**src/rtl/if_pc_sequencer.sv**
```systemverilog
// Instruction-fetch PC sequencer: issues one fetch at a time, holds the fetched
// word until downstream accepts it, and handles redirects and illegal targets.
module if_pc_sequencer #(
  parameter int unsigned        XLEN         = 32,
  parameter int unsigned        IF_INC       = 4,
  parameter logic [XLEN-1:0]    IF_BASE_ADDR = 32'h1000_0000,
  parameter logic [XLEN-1:0]    IF_MAX_ADDR  = 32'h1000_3FFF
) (
  input  logic            clk,
  input  logic            rst,
  output logic            mem_req,
  output logic [XLEN-1:0] mem_addr,
  input  logic            mem_ack,
  input  logic [XLEN-1:0] mem_rdata,
  output logic            instr_valid,
  output logic [XLEN-1:0] instr_data,
  output logic [XLEN-1:0] instr_pc,
  input  logic            instr_ready,
  input  logic            redirect,
  input  logic [XLEN-1:0] redirect_addr,
  output logic            fault,
  output logic [XLEN-1:0] fault_addr,
  output logic [31:0]     fetch_cnt
);

  localparam logic [1:0] S_FETCH = 2'd0;
  localparam logic [1:0] S_HOLD  = 2'd1;
  localparam logic [1:0] S_FAULT = 2'd2;

  localparam logic [XLEN-1:0] LP_LAST = IF_MAX_ADDR - XLEN'(3);

  logic [1:0]      r_state;
  logic [XLEN-1:0] r_pc;
  logic            r_req;
  logic            r_pend_vld;
  logic [XLEN-1:0] r_pend_addr;
  logic            r_valid;
  logic [XLEN-1:0] r_data;
  logic [XLEN-1:0] r_ipc;
  logic [XLEN-1:0] r_fault_addr;
  logic [31:0]     r_cnt;

  logic            w_legal;
  logic            w_ack;
  logic            w_xfer;
  logic [XLEN:0]   w_sum;
  logic [XLEN-1:0] w_seq;

  always_comb begin
    w_legal = (redirect_addr[1:0] == 2'b00) &&
              (redirect_addr >= IF_BASE_ADDR) && (redirect_addr <= LP_LAST);
    // An ack with no request outstanding (e.g. straggling across reset) is ignored.
    w_ack   = r_req && mem_ack;
    w_xfer  = r_valid && instr_ready;
    w_sum   = {1'b0, r_pc} + (XLEN+1)'(IF_INC);
    w_seq   = (w_sum > {1'b0, LP_LAST}) ? IF_BASE_ADDR : w_sum[XLEN-1:0];
  end

  always_ff @(posedge clk) begin
    if (rst) begin
      r_state      <= S_FETCH;
      r_pc         <= IF_BASE_ADDR;
      r_req        <= 1'b0;
      r_pend_vld   <= 1'b0;
      r_pend_addr  <= '0;
      r_valid      <= 1'b0;
      r_data       <= '0;
      r_ipc        <= '0;
      r_fault_addr <= '0;
      r_cnt        <= '0;
    end else begin
      if (w_xfer) begin
        r_cnt <= r_cnt + 32'd1;
      end
      case (r_state)
        S_FETCH: begin
          if (!r_req) begin
            // Only reachable right after reset: no request in flight yet.
            if (redirect && !w_legal) begin
              r_state      <= S_FAULT;
              r_fault_addr <= redirect_addr;
            end else begin
              if (redirect) begin
                r_pc <= redirect_addr;
              end
              r_req <= 1'b1;
            end
          end else if (redirect && !w_legal) begin
            r_state      <= S_FAULT;
            r_fault_addr <= redirect_addr;
            r_pend_vld   <= 1'b0;
            if (w_ack) begin
              r_req <= 1'b0;
            end
          end else if (redirect) begin
            if (w_ack) begin
              r_pc       <= redirect_addr;
              r_pend_vld <= 1'b0;
            end else begin
              r_pend_vld  <= 1'b1;
              r_pend_addr <= redirect_addr;
            end
          end else if (w_ack) begin
            if (r_pend_vld) begin
              r_pc       <= r_pend_addr;
              r_pend_vld <= 1'b0;
            end else begin
              r_data  <= mem_rdata;
              r_ipc   <= r_pc;
              r_valid <= 1'b1;
              r_req   <= 1'b0;
              r_state <= S_HOLD;
            end
          end
        end
        S_HOLD: begin
          if (redirect) begin
            r_valid <= 1'b0;
            if (w_legal) begin
              r_state <= S_FETCH;
              r_pc    <= redirect_addr;
              r_req   <= 1'b1;
            end else begin
              r_state      <= S_FAULT;
              r_fault_addr <= redirect_addr;
            end
          end else if (w_xfer) begin
            r_valid <= 1'b0;
            r_state <= S_FETCH;
            r_pc    <= w_seq;
            r_req   <= 1'b1;
          end
        end
        S_FAULT: begin
          if (w_ack) begin
            r_req <= 1'b0;
          end
          if (redirect && w_legal) begin
            r_state <= S_FETCH;
            // A request still in flight must complete first, so park the target.
            if (r_req && !w_ack) begin
              r_pend_vld  <= 1'b1;
              r_pend_addr <= redirect_addr;
            end else begin
              r_pc  <= redirect_addr;
              r_req <= 1'b1;
            end
          end else if (redirect) begin
            r_fault_addr <= redirect_addr;
          end
        end
        default: begin
          r_state <= S_FETCH;
          r_req   <= 1'b0;
          r_valid <= 1'b0;
        end
      endcase
    end
  end

  always_comb begin
    mem_req     = r_req;
    mem_addr    = r_pc;
    instr_valid = r_valid;
    instr_data  = r_data;
    instr_pc    = r_ipc;
    fault       = (r_state == S_FAULT);
    fault_addr  = r_fault_addr;
    fetch_cnt   = r_cnt;
  end

endmodule

```
**config.mk**
```make
export PLATFORM = sky130hd
export DESIGN_NAME = if_pc_sequencer
export DESIGN_NICKNAME = d
export VERILOG_FILES = /design/src/rtl/if_pc_sequencer.sv
export SDC_FILE = /design/constraint.sdc
export NUM_CORES = 1
export LEC_CHECK = 0
export CORE_ASPECT_RATIO = 0.7
export CORE_MARGIN = 1.5
export CORE_UTILIZATION = 25
export CTS_CLUSTER_SIZE = 28
export DETAILED_ROUTE_END_ITERATION = 10
export GPL_ROUTABILITY_DRIVEN = 0
export GPL_TIMING_DRIVEN = 1
export PLACE_DENSITY = 0.55
export SKIP_CTS_REPAIR_TIMING = 1
export SYNTH_ARGS = -nofsm -noshare
export SYNTH_HDL_FRONTEND = slang
export SYNTH_SLANG_ARGS = --single-unit
```
**constraint.sdc**
```tcl
create_clock -name clk -period 6 [get_ports clk]
set_input_delay 0.9 -clock clk [delete_from_list [all_inputs] [get_ports clk]]
set_output_delay 0.9 -clock clk [all_outputs]
set_load 0.05 [all_outputs]
```
Fig. 1: a small window of the routed layout
Bar = 10 um. Region (103, 102) to (128, 127) um. Cells in gray, sequential cells in the stronger gray; small squares are vias.
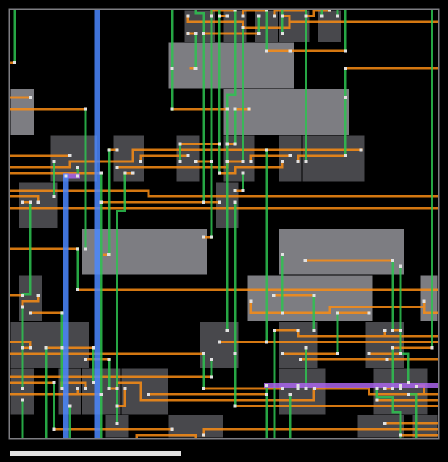
[blue] met4
[orange] met1
[green] met2
[purple] met3
netlist names of flops here include: fault_addr (3), r_pend_addr (2)
cells with their middle in the window: 33
sequential cells in the window: 5
most frequent: nand2_1 (9), dfxtp_1 (5), a21oi_1 (4)

Fig. 2: routed metal per tile
The die is cut into 23 by 16 equal tiles; dark blue is low, red is high, scaled to the fullest tile. Values are wire area over tile area, all layers added.
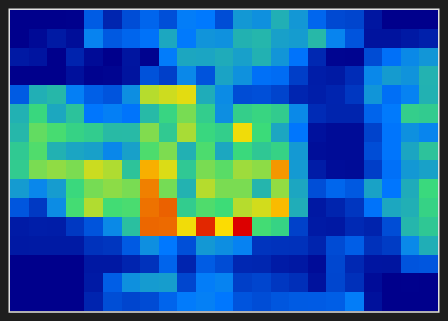
mean over tiles: 0.15
nearly empty tiles: 9.8%
tiles over half the peak: 14%
fullest tile: 0.55

Fig. 3: placed standard cells
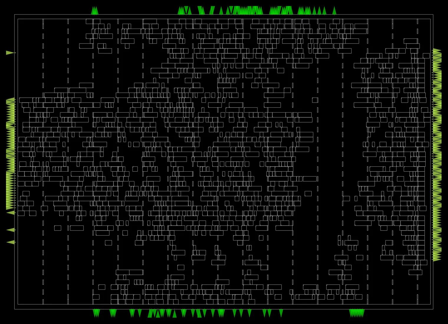
Seq area share: 31.5%
flop count: 197
FILL cells: 3789

==> run summary <==
yosys + openroad results -> status completed, Max power group sequential cells, hpwl dp between 20 and 25 mm, # clock sinks approximately 200, cell depth of the worst setup path 10, fmax about 240 MHz, yosys xor share under 10%, Synth Cell Area slightly above 9000 um^2, Die H between 150 and 200 um, Starting Density around 25%, clk slew on worst S/H paths roughly 0.070 ns, Port Buffers 231, CTS Buf Count 17, Critical Path RT ~6.4 ns, critical path launch point type flop, launching point of the worst reg2reg path mem_addr[2], Relative slew margins about a third, Hold Path Class reg2reg, worst hold start instr_data[24], critical path peak fanout 35, peak supply drop 0.194 mV, Pre-antenna DRT Iters 5, synthesis area per yosys 9140 um^2, Late-Pin Clk Latency ~0.46 ns, mux share less than 1%, CP Data Arrival Time ~4.5 ns, initial antenna violation count 0, Synth logic family simple AND/OR/NAND/NOR gates, chip area between 30000 and 40000 um^2, cell area after layout around 13000 um^2, min Tclk post-route just over 4 ns, I/O pin count between 200 and 250, critical path's largest stage delay between 0.6 and 0.7 ns, area leader, netlist dfxtp_1, R2R cell count 10, fraction of layout cells with a size suffix above 1 6.00%, NetSw between 1.5 and 2 mW, yosys cell count between 1000 and 1500, tap cells between 400 and 500, WP buf/inv 1, drt drc 0, Logic area about 4800 um^2, FA/HA/MAJ Cells, Area Fraction less than 1%, Yosys reg bits roughly 200, Flop pwr share between 30% and 40%, RSZ-0062 raised after global routing no, most frequent cells in the layout nand2_1 (292), clkdlybuf4s50_1 (230), dfxtp_1 (197), most frequent cell after synthesis nand2_1, Max Cap Viol 0, flop2flop setup slack around 1.8 ns, M3 GR Usage approximately 5.7%, Cell area leaders dfxtp_1 (43%), nand2_1 (12%), a21oi_1 (6.8%), Chip Width approximately 230 um, buffer share of cell area between 10% and 20%, via count 9070, LEAKAGE about 4.3 nW, most numerous logic cell after layout nand2_1, Logic Gate Count 859, # H-tree levels 4, Clk power between 1 and 1.5 mW, GRT busiest layer met1, Slowest-stage cell, CP dfxtp_1, dominant delay contributor by cell family on the critical path simple AND/OR/NAND/NOR gates, vias in the first global route about 8400, Final Hold Vio Count 0, combinational cell fraction of total power roughly a third, Final Skew 0.00983 ns, post-route core utilization 34.8%, Slew Viols, Final 0, wl on met1 16.9 mm, Slew @ Worst Pin about 1.0 ns, DRT Wirelength between 30 and 40 mm, Final ANT Viol Nets 0, Critical Path Sink mem_addr[5], OpenROAD warning count 30, post-route insts no fill roughly 1800, clock network area share 5.15%, Hold Path Sink instr_data[24], top post-synthesis cells by count nand2_1 (292), dfxtp_1 (197), a21oi_1 (124), nor2_1 (68), clkbuf_1 (66)
Power is estimated from default activity; no workload was simulated.
